## config.mk

```make
export PLATFORM = sky130hd
export DESIGN_NAME = crossbar_arbiter
export DESIGN_NICKNAME = d
export VERILOG_FILES = /design/src/rtl/crossbar_pkg.sv /design/src/rtl/crossbar_watchdog.sv /design/src/rtl/crossbar_arbiter.sv
export SDC_FILE = /design/constraint.sdc
export NUM_CORES = 1
export LEC_CHECK = 0
export CORE_MARGIN = 3
export CORE_UTILIZATION = 43
export CTS_CLUSTER_SIZE = 16
export DETAILED_ROUTE_END_ITERATION = 12
export GPL_ROUTABILITY_DRIVEN = 1
export GPL_TIMING_DRIVEN = 0
export PLACE_DENSITY_LB_ADDON = 0.3
export SETUP_SLACK_MARGIN = 0.02
export SYNTH_ARGS = -nofsm -noshare
export SYNTH_HDL_FRONTEND = slang
export SYNTH_HIERARCHICAL = 1
export SYNTH_SLANG_ARGS = --single-unit
```

## constraint.sdc

```tcl
create_clock -name clk -period 3.4 [get_ports clk]
set_input_delay 0.34 -clock clk [delete_from_list [all_inputs] [get_ports clk]]
set_output_delay 0.34 -clock clk [all_outputs]
set_load 0.01 [all_outputs]
```

## src/rtl/crossbar_pkg.sv

```systemverilog
// Shared select codes, FSM state type and destination mapping for the
// two-port Aurora crossbar arbiter.
package crossbar_pkg;

    localparam logic [1:0] CB_IDLE     = 2'b00;
    localparam logic [1:0] CB_P0_TO_P1 = 2'b01;
    localparam logic [1:0] CB_P1_TO_P0 = 2'b10;
    localparam logic [1:0] CB_P1_BCAST = 2'b11;

    typedef enum logic [1:0] {
        IDLE    = 2'd0,
        XFER_P0 = 2'd1,
        XFER_P1 = 2'd2
    } state_t;

    // Port 1 has a crossbar path only to output 0 or to both outputs;
    // "output 1 only" and "nowhere" are not requests.
    function automatic logic p1_dest_routable(input logic [1:0] dest);
        return dest[0];
    endfunction

    function automatic logic [1:0] p1_select(input logic [1:0] dest);
        return dest[1] ? CB_P1_BCAST : CB_P1_TO_P0;
    endfunction

endpackage

```

## src/rtl/crossbar_watchdog.sv

```systemverilog
// Idle-beat watchdog: counts enabled cycles and flags the cycle in which the
// count reaches TIMEOUT_CYCLES.
module crossbar_watchdog #(
    parameter int unsigned TIMEOUT_CYCLES = 1024
) (
    input  logic clk,
    input  logic rst,
    input  logic clear,
    input  logic enable,
    output logic expired
);

    localparam int unsigned W = $clog2(TIMEOUT_CYCLES + 1);
    localparam logic [W-1:0] LAST_CNT = W'(TIMEOUT_CYCLES - 1);

    logic [W-1:0] cnt_q;
    logic [W-1:0] cnt_d;

    // Expiry is flagged while the count is about to reach the limit, so the
    // abort lands on the edge that would make it equal TIMEOUT_CYCLES.
    assign expired = enable && (cnt_q == LAST_CNT);

    always_comb begin
        cnt_d = cnt_q;
        if (clear || expired) begin
            cnt_d = '0;
        end else if (enable) begin
            cnt_d = cnt_q + 1'b1;
        end
    end

    always_ff @(posedge clk or posedge rst) begin
        if (rst) begin
            cnt_q <= '0;
        end else begin
            cnt_q <= cnt_d;
        end
    end

endmodule

```

## src/rtl/crossbar_arbiter.sv

```systemverilog
// Round-robin packet arbiter for the two-port crossbar: grants one packet at a
// time, holds the select until the last beat, gates input ready, aborts stalls.
module crossbar_arbiter
    import crossbar_pkg::*;
#(
    parameter int unsigned TIMEOUT_CYCLES = 1024
) (
    input  logic       clk,
    input  logic       rst,
    input  logic       req_port_0,
    input  logic       req_port_1,
    input  logic [1:0] dest_port_1,
    input  logic       valid_in_port_0,
    input  logic       valid_in_port_1,
    input  logic       last_in_port_0,
    input  logic       last_in_port_1,
    input  logic       ready_out_port_0,
    input  logic       ready_out_port_1,
    output logic       ready_in_port_0,
    output logic       ready_in_port_1,
    output logic [1:0] control_crossbar,
    output logic       busy,
    output logic       timeout_err
);

    state_t     state_q, state_d;
    logic [1:0] sel_q, sel_d;
    logic       last_served_q, last_served_d;  // 1 = port 1 served last
    logic       timeout_err_q, timeout_err_d;

    logic eff_req_1;
    logic grant_0;
    logic grant_1;
    logic accept;
    logic accept_last;
    logic wd_clear;
    logic wd_enable;
    logic wd_expired;

    assign eff_req_1 = req_port_1 && p1_dest_routable(dest_port_1);

    // Tie goes to the port not served last.
    assign grant_0 = (state_q == IDLE) && req_port_0 && (!eff_req_1 || last_served_q);
    assign grant_1 = (state_q == IDLE) && eff_req_1 && (!req_port_0 || !last_served_q);

    always_comb begin
        ready_in_port_0 = 1'b0;
        ready_in_port_1 = 1'b0;
        unique case (state_q)
            XFER_P0: ready_in_port_0 = ready_out_port_1;
            XFER_P1: ready_in_port_1 = (sel_q == CB_P1_BCAST) ? (ready_out_port_0 && ready_out_port_1)
                                                              : ready_out_port_0;
            default: ;
        endcase
    end

    always_comb begin
        accept      = 1'b0;
        accept_last = 1'b0;
        unique case (state_q)
            XFER_P0: begin
                accept      = valid_in_port_0 && ready_in_port_0;
                accept_last = accept && last_in_port_0;
            end
            XFER_P1: begin
                accept      = valid_in_port_1 && ready_in_port_1;
                accept_last = accept && last_in_port_1;
            end
            default: ;
        endcase
    end

    assign wd_clear  = grant_0 || grant_1 || accept;
    assign wd_enable = (state_q != IDLE) && !accept;

    crossbar_watchdog #(
        .TIMEOUT_CYCLES(TIMEOUT_CYCLES)
    ) u_watchdog (
        .clk    (clk),
        .rst    (rst),
        .clear  (wd_clear),
        .enable (wd_enable),
        .expired(wd_expired)
    );

    always_comb begin
        state_d       = state_q;
        sel_d         = sel_q;
        last_served_d = last_served_q;
        timeout_err_d = 1'b0;
        unique case (state_q)
            IDLE: begin
                if (grant_0) begin
                    state_d       = XFER_P0;
                    sel_d         = CB_P0_TO_P1;
                    last_served_d = 1'b0;
                end else if (grant_1) begin
                    state_d       = XFER_P1;
                    sel_d         = p1_select(dest_port_1);
                    last_served_d = 1'b1;
                end
            end
            XFER_P0, XFER_P1: begin
                if (accept_last) begin
                    state_d = IDLE;
                    sel_d   = CB_IDLE;
                end else if (wd_expired) begin
                    state_d       = IDLE;
                    sel_d         = CB_IDLE;
                    timeout_err_d = 1'b1;
                end
            end
            default: begin
                state_d = IDLE;
                sel_d   = CB_IDLE;
            end
        endcase
    end

    always_ff @(posedge clk or posedge rst) begin
        if (rst) begin
            state_q       <= IDLE;
            sel_q         <= CB_IDLE;
            last_served_q <= 1'b1;
            timeout_err_q <= 1'b0;
        end else begin
            state_q       <= state_d;
            sel_q         <= sel_d;
            last_served_q <= last_served_d;
            timeout_err_q <= timeout_err_d;
        end
    end

    assign control_crossbar = sel_q;
    assign busy             = (state_q != IDLE);
    assign timeout_err      = timeout_err_q;

endmodule

```

==> results_dict.tcl, run 1 <==
# metrics dict for downstream scripts
set metrics [dict create \
    outcome "finished clean" \
    fmax_mhz 361 \
    cts_buffers 3 \
    p_sw_frac 0.383 \
    combPwrFrac 0.447 \
    synth-edff-count 0 \
    place_area_um2 1160 \
    p_per_area_nw_per_um2 599 \
    fin_crit_sh 0.814 \
    grt_use_met3 0.0366 \
    ys_cells 102 \
    cts_sinks 16 \
    via_per_inst 5.69 \
    path_delay_family "simple AND/OR/NAND/NOR gates" \
    yosysWarningCount 6 \
    synth.avg_cell_area_um2 9.41 \
    end_kind "register" \
    dpl_worst_slack_ps 7.68 \
    final-hold-violation-count 0 \
    hold_class "in -> async" \
    final_nets 140 \
    topCombFamilyByArea "AND-OR/OR-AND gates" \
    ys_seq_share 0.419 \
    antenna_left 0 \
    max-slew-margin-rel 0.502 \
    p_total_mw 0.722 \
    io_pins 18 \
]
[run 1: cells by family after synthesis]
| group | count (synthesis) |
|---|---|
| AND-OR/OR-AND | 33 |
| adder cells (fa/ha/maj) | 4 |
| flip-flops | 16 |
| AND/OR/NAND/NOR | 35 |
| buffers and inverters | 11 |
| XOR/XNOR | 3 |
[run 1: final timing paths]
path	startpoint	to	slack [ps]	cells after the start
setup / recovery	state_q[1]$_DFFE_PP0P_	state_q[0]$_DFFE_PP0P_	630	10
max in group asynchronous	rst	u_watchdog/cnt_q[3]$_DFFE_PP0P_	2730	2
hold reg to reg	control_crossbar[0]$_DFFE_PP0P_	control_crossbar[0]$_DFFE_PP0P_	530	1
min in group clk	control_crossbar[0]$_DFFE_PP0P_	control_crossbar[0]$_DFFE_PP0P_	530	1
hold / removal	rst	timeout_err$_DFF_PP0_	270	2
setup reg to reg	state_q[1]$_DFFE_PP0P_	state_q[0]$_DFFE_PP0P_	630	10
[run 1: synthesized netlist by cell type (all sizes together), types with 2 or more instances]
cell | instances | share of area
dfrtp | 15 | 0.39
inv | 8 | 0.031
nand2 | 8 | 0.031
o21ai | 8 | 0.046
a21oi | 6 | 0.031
nand4 | 5 | 0.039
nor2 | 5 | 0.020
ha | 4 | 0.052
nand3b | 4 | 0.031
o2bb2ai | 4 | 0.037
a31oi | 3 | 0.020
buf | 3 | 0.018
nand3 | 3 | 0.016
or3 | 3 | 0.020
xor2 | 3 | 0.027
and2 | 2 | 0.013
o211ai | 2 | 0.021
o22ai | 2 | 0.013
o31ai | 2 | 0.016
or4 | 2 | 0.016
[run 1: through the flow]
stage	utilization	hold slack, ps	instances
5_1_grt	0.591	287	150
6_report	0.591	272	150
2_1_floorplan	-	118	102
3_5_place_dp	0.570	515	146
3_3_place_gp	0.570	520	146
4_1_cts	0.588	272	150
[run 1: per-layer routing]
metal,up-vias,part of all wire
li1,426,-
met3,4,0.035
met1,401,0.48
met4,0,0.014
met5,-,0
met2,22,0.47
[run 1: flip-flops by register name (all words and copies together) (netlist names)]
signal and cells:
last_served_q 1, control_crossbar 1, timeout_err 1, state_q 2
u_watchdog/cnt_q 11
[run 1: power by group through the flow]
| stage | sequential (mW) | clock, mW | combinational, mW |
|---|---|---|---|
| final | 0.274 | 0.125 | 0.323 |
| after global routing | 0.280 | 0.136 | 0.369 |
| after CTS | 0.273 | 0.130 | 0.323 |
| after detailed placement | 0.276 | 0 | 0.318 |
| after global placement | 0.274 | 0 | 0.312 |
| after floorplan | 0.267 | 0 | 0.219 |
[run 1: repair_timing]
| action | 4_1_cts | 5_1_grt |
|---|---|---|
| endpoints found under the setup margin | 0 | 3 |
| hold buffers | 0 | 0 |
| gates resized | 0 | 1 |
[run 1: area by class of cell]
class | count | area [um^2] | area share
inverter | 8 | 30.0 | 0.0249
sequential | 16 | 402 | 0.333
buffer | 3 | 17.5 | 0.0145
clock buffer | 4 | 36.3 | 0.0301
tap | 27 | 33.8 | 0.0280
multi-input combinational | 75 | 517 | 0.428
timing repair buffer | 17 | 170 | 0.141
==> run_1/ff_map.png <==
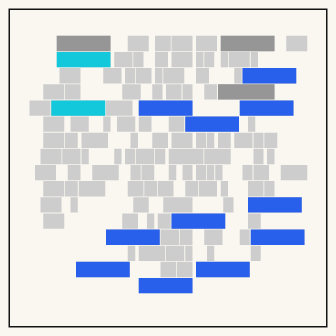
state_q: in cyan, sequential cells 2. u_watchdog/cnt_q: in blue, sequential cells 11.
Seq/total area: 0.333
Power Sequential: 0.274 mW
fin util: 0.591

==> run_1/m1.png <==
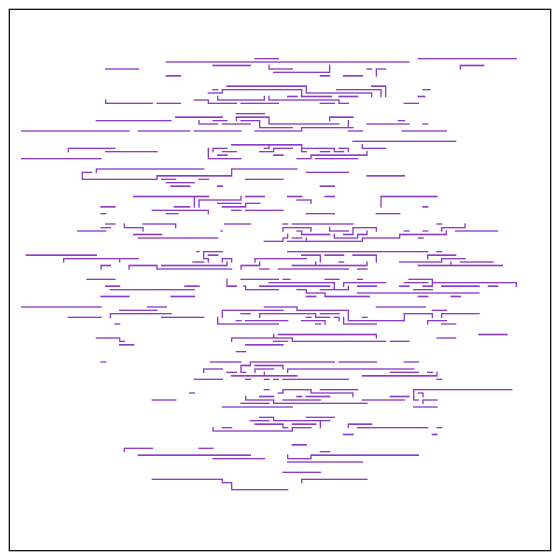
The wires run mostly horizontal. The layer holds 48% of the routed length. 122 nets have wire on it. The longest straight run is 23.9 um.

==> run_1/placed.png <==
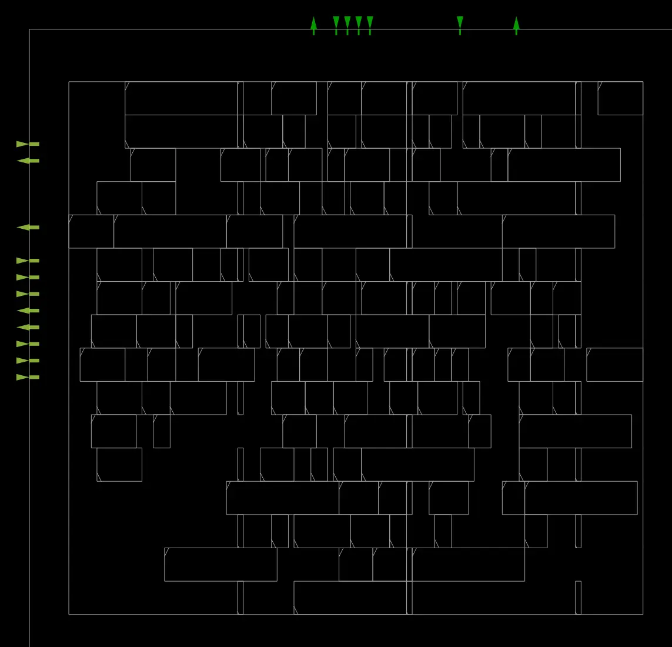
FF+latch count: 16
Cell Rows: 16
post-route insts no fill: 150
Tapcells: 27
Filler cells: 191

## Run 2: what changed since run 1
- clock period: 3.4 -> 2.4 ns (I/O delays scaled with it)
==> run_2/m1.png <==
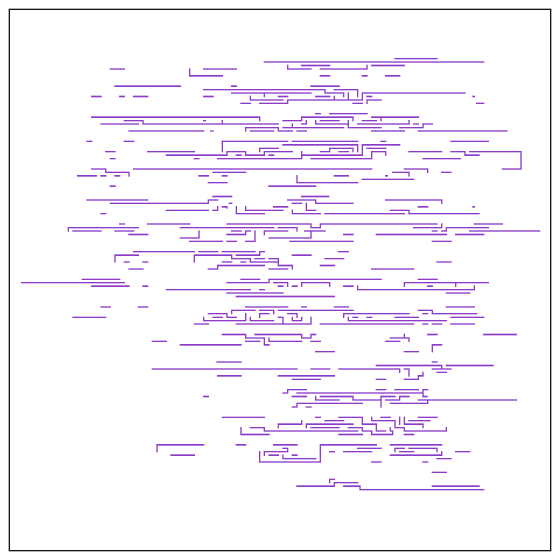
The layer holds 45% of the routed length. The layer carries 1,120 um of wire. The wires run mostly horizontal.
Final Routed Wirelength: 2460 um
DR vias: 935
GR Util met1: 0.233

==> run_2/m2.png <==
Cells faint in the background.
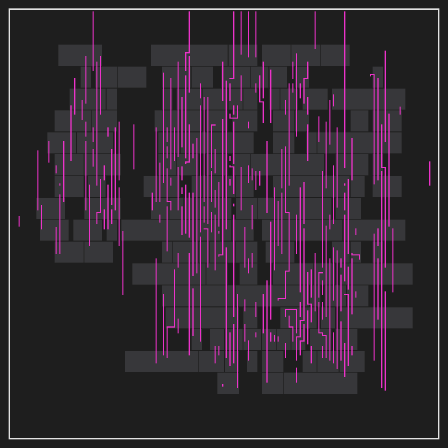
The longest straight run is 26.9 um. The layer holds 49% of the routed length.

==> run_2/util_map.png <==
The die is cut into 11 by 11 equal tiles; white is low, dark blue is high, 0 to 100% covered.
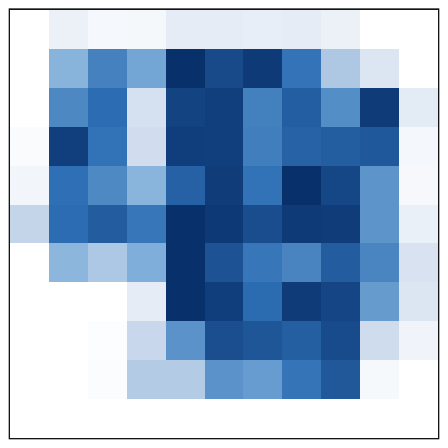
The mean over all tiles is 45%. The fullest tile reaches 100%. The densest ninth of the die: centre. 31% of the tiles are over 75% full. The emptiest ninth of the die: south-west. 23% of the tiles are nearly empty.

==> results_dict.tcl, run 2 <==
# metrics dict for downstream scripts
set metrics [dict create \
    final-hold-violation-count 0 \
    io_pins 18 \
    postCtsHoldBufs 0 \
    reg_top3 "u_watchdog/cnt_q (11), state_q (2)" \
    r2r_end "u_watchdog/cnt_q[8]$_DFFE_PP0P_" \
    cts_htree_levels 1 \
    antennaDiodeCount 0 \
    antenna_left 0 \
    outcome "finished clean" \
    top_cell "dfrtp_1" \
    end_kind "register" \
    regMostFlops "u_watchdog/cnt_q" \
    ff2ff_setup_slack_ps 100 \
    floorplan.core_util 0.470 \
    finalSetupViolations 0 \
    top_area_frac 0.391 \
    ys_cells 102 \
    r2r-start "state_q[1]$_DFFE_PP0P_" \
    max-slew-margin-rel 0.705 \
    postLayoutCoreUtil 0.642 \
    fill_cells 174 \
    cts_buffers 3 \
    most-common-layout-cells "clkdlybuf4s50_1, dfrtp_1, buf_4" \
    arrival_ps 2530 \
    cts_sinks 16 \
    avgRoutedWirePerCell_um 15.5 \
    synth-edff-count 0 \
    yosys-top-cells-count "dfrtp_1, inv_1, nand2_1" \
    top_area_cell "dfrtp_1" \
    fp-row-count 16 \
    final_nets 149 \
    synth.avg_cell_area_um2 9.41 \
    via_per_inst 5.88 \
    fmax_mhz 435 \
    drive_gt1_frac 0.205 \
    yosysWarningCount 6 \
    largest_reg_flops 11 \
    rr_worst_depth 11 \
    synth.area.top_cells "dfrtp_1, ha_1, o2bb2ai_1" \
    p_per_area_nw_per_um2 848 \
    cts_buffer_depth 2 \
    ff_latch_area_um2 403 \
    max_slew.worst_pin.slew_ps 442 \
    track_usage 0.177 \
    grt_pass1_vias 816 \
    comb_area_um2 543 \
    hold_class "in -> async" \
    crit_start "state_q[1]$_DFFE_PP0P_" \
    fin_crit_sh 0.959 \
    ys_seq_share 0.419 \
]
[run 2: repair_timing]
item | 4_1_cts | 5_1_grt
pin swaps | 2 | 4
setup endpoints to repair | 10 | 12
gates resized | 2 | 10
gates cloned | 0 | 0
buffers inserted | 3 | 6
[run 2: worst max path at each step]
stage / to / slack (ps)
6_report: u_watchdog/cnt_q[8]$_DFFE_PP0P_ / 100
2_1_floorplan: state_q[0]$_DFFE_PP0P_ / 70
3_3_place_gp: state_q[0]$_DFFE_PP0P_ / -440
5_1_grt: state_q[1]$_DFFE_PP0P_ / -30
3_5_place_dp: state_q[0]$_DFFE_PP0P_ / -480
4_1_cts: state_q[0]$_DFFE_PP0P_ / 20
[run 2: per-layer routing]
layer,vias to the layer above,routed length [um],GRT usage,part of all wire
met5,-,0,0,0
met4,0,28,0.0723,0.011
met3,4,102,0.0254,0.041
met2,34,1210,0.286,0.49
met1,447,1120,0.233,0.45
li1,450,-,-,-
[run 2: layout make-up]
class / instances / share of cell area
buffer: 3 / 0.0172
clock buffer: 4 / 0.0277
inverter: 8 / 0.0229
multi-input combinational: 75 / 0.415
sequential: 16 / 0.308
tap: 27 / 0.0258
timing repair buffer: 26 / 0.184
[run 2: kinds of logic (layout without fill, tap and decap cells)]
| kind of cell | after synthesis | in the layout | share of synthesized area |
|---|---|---|---|
| AND-OR/OR-AND | 33 | 33 | 0.245 |
| XOR/XNOR | 3 | 3 | 0.0274 |
| adder cells (fa/ha/maj) | 4 | 4 | 0.0522 |
| buffers and inverters | 11 | 41 | 0.0495 |
| flip-flops | 16 | 16 | 0.419 |
| AND/OR/NAND/NOR | 35 | 35 | 0.207 |
[run 2: per-stage QoR]
stage | worst slack (ps) | power, mW | hold WS (ps) | instances | instance area [um^2]
after global placement | -437 | 0.834 | 482 | 146 | 1170
after floorplan | 68.0 | 0.688 | 17.8 | 102 | 966
after global routing | -32.6 | 1.19 | 196 | 159 | 1310
after detailed placement | -485 | 0.852 | 523 | 146 | 1170
final | 98.9 | 1.11 | 205 | 159 | 1310
after CTS | 21.1 | 1.04 | 207 | 153 | 1240
[run 2: critical path, stage by stage, from the launching register on]
cell and delay, ps:
dfrtp_2 420, inv_2 50, ha_1 190, and2_1 150
a22o_1 200, a21oi_1 140, buf_4 160, nand4_1 130
buf_4 180, buf_4 140, or3_1 330, a21oi_2 140
[run 2: power by group]
group	switching [mW]	internal (mW)	total, mW
sequential	0.0708	0.329	0.400
combinational	0.274	0.259	0.533
clock	0.0862	0.0924	0.179
total	0.431	0.680	1.11
## Run 3: what changed since run 2
- CORE_MARGIN: 3 -> not set
==> run_3/placed.png <==
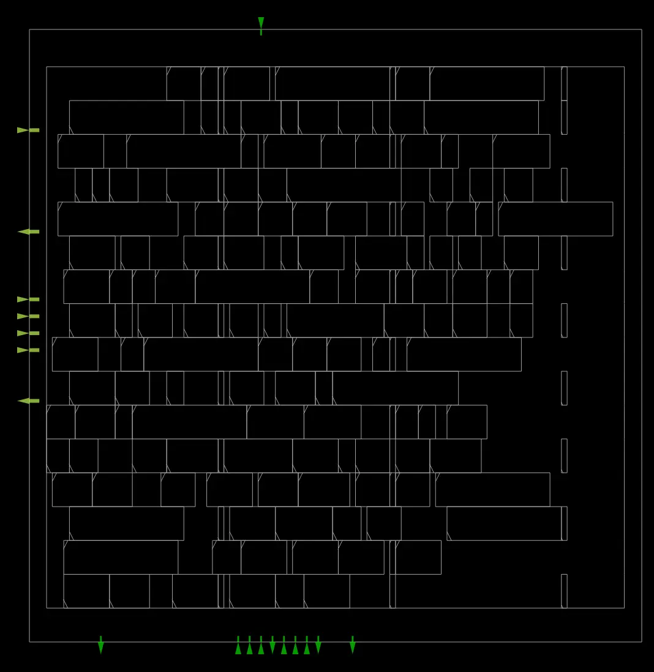
total core area: 2020 um^2
Seq/total area: 0.289
Filler cells: 151

==> run_3/ff_map.png <==
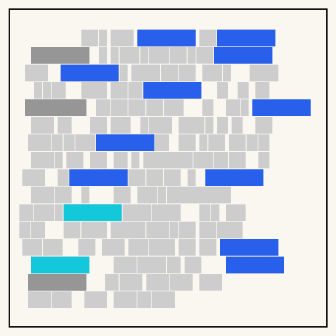
u_watchdog/cnt_q: in blue, sequential cells 11. state_q: in cyan, sequential cells 2.
fin util: 0.686
register area: 402 um^2

==> results_dict.tcl, run 3 <==
# metrics dict for downstream scripts
set metrics [dict create \
    max-slew-margin-rel 0.707 \
    top_area_frac 0.391 \
    end_kind "register" \
    ys_cells 102 \
    vias 981 \
    top_area_cell "dfrtp_1" \
    ff2ff_setup_slack_ps 60 \
    worstPathCellList "ha_1 -> nand2_1 -> nor2_4 -> a22o_1 -> a21oi_2 -> buf_4 -> nand4_1 -> buf_4 -> nor4_4 -> buf_6 -> o22ai_1 -> o2bb2ai_1" \
    wl_um 2560 \
    p_int_mw 0.724 \
    r2r_end "state_q[1]$_DFFE_PP0P_" \
    drive_gt1_frac 0.271 \
    fmax_mhz 428 \
    path_delay_family "AND-OR/OR-AND gates" \
    yosys-top-cells-count "dfrtp_1, inv_1, nand2_1" \
    max_slew.worst_pin.slew_ps 439 \
    rr_worst_depth 12 \
    p_sw_frac 0.386 \
    grt_pass1_vias 965 \
    io_pins 18 \
    outcome "finished clean" \
    antenna_left 0 \
    clkPwrFrac 0.126 \
    holdWs_ps 190 \
    pwr-share-seq 0.335 \
    largest_reg_flops 11 \
]
==> run_3/util_map.png <==
The die is cut into 10 by 10 equal tiles; white is low, dark blue is high, 0 to 100% covered.
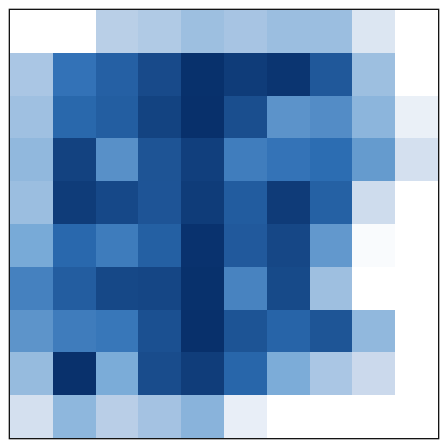
The fullest tile reaches 100%. The densest ninth of the die: centre. The emptiest ninth of the die: south-east. The mean over all tiles is 56%.

## run 3: netlist changes by cell type in the layout (fill, tap and decap cells not counted), sizes merged
| cell | previous run | this run |
|---|---|---|
| buf | 12 | 20 |
## run 3: through the flow
step,setup TNS (ps),instance area (um^2),total power [mW]
after floorplan,0,966,0.688
after global placement,-3080,1170,0.828
after detailed placement,-3740,1170,0.848
after CTS,0,1250,1.02
after global routing,-320,1390,1.25
final,0,1390,1.18
## run 3: layout make-up
type,count,area (um^2),area share
Sequential cell,16,402,0.289
Clock buffer,4,26.3,0.0189
Inverter,8,30.0,0.0216
Buffer,3,22.5,0.0162
Timing Repair Buffer,34,309,0.223
Tap cell,27,33.8,0.0243
Multi-Input combinational cell,75,564,0.407
## run 3: worst min path at each step
stage | startpoint | endpoint | slack [ps] | cells after the start
floorplan | rst | control_crossbar[0]$_DFFE_PP0P_ | 20 | 1
CTS | rst | timeout_err$_DFF_PP0_ | 190 | 2
global route | rst | timeout_err$_DFF_PP0_ | 200 | 2
detailed placement | rst | timeout_err$_DFF_PP0_ | 490 | 2
global placement | rst | timeout_err$_DFF_PP0_ | 480 | 2
finish | rst | timeout_err$_DFF_PP0_ | 190 | 2
## run 3: repair_timing
action | 4_1_cts | 5_1_grt
setup endpoints to repair | 12 | 13
pin swaps | 2 | 8
cloned | 0 | 0
setup buffers | 6 | 11
resized | 2 | 17
## run 3: logic make-up after synthesis
| kind of cell | Yosys count | synth area share |
|---|---|---|
| and+or+nand+nor | 35 | 0.207 |
| AOI/OAI and AO/OA | 33 | 0.245 |
| DFF | 16 | 0.419 |
| buffers and inverters | 11 | 0.0495 |
| adders and majority gates | 4 | 0.0522 |
| xor gates and xnor gates | 3 | 0.0274 |
## run 3: worst reg2reg max path: stages, from the launching register on
cell and delay, ps:
dfrtp_1 440, ha_1 230, nand2_1 110, nor2_4 40
a22o_1 260, a21oi_2 130, buf_4 150, nand4_1 140
buf_4 200, nor4_4 150, buf_6 170, o22ai_1 80
o2bb2ai_1 130
## run 3: layer usage
layer | vias up | part of all wire | global-route usage
met3 | 6 | 0.055 | 0.0685
met4 | 0 | 0.017 | 0.0490
met5 | - | 0 | 0
met2 | 29 | 0.53 | 0.402
met1 | 482 | 0.40 | 0.254
li1 | 464 | - | -
## run 3: power by group through the flow
stage / logic (mW) / clock network [mW] / registers, mW
2_1_floorplan: 0.310 / 0 / 0.378
3_3_place_gp: 0.438 / 0 / 0.390
3_5_place_dp: 0.455 / 0 / 0.393
4_1_cts: 0.477 / 0.152 / 0.388
5_1_grt: 0.686 / 0.162 / 0.401
6_report: 0.635 / 0.149 / 0.395
No activity file was given, so power comes from the tool's default toggle rates.
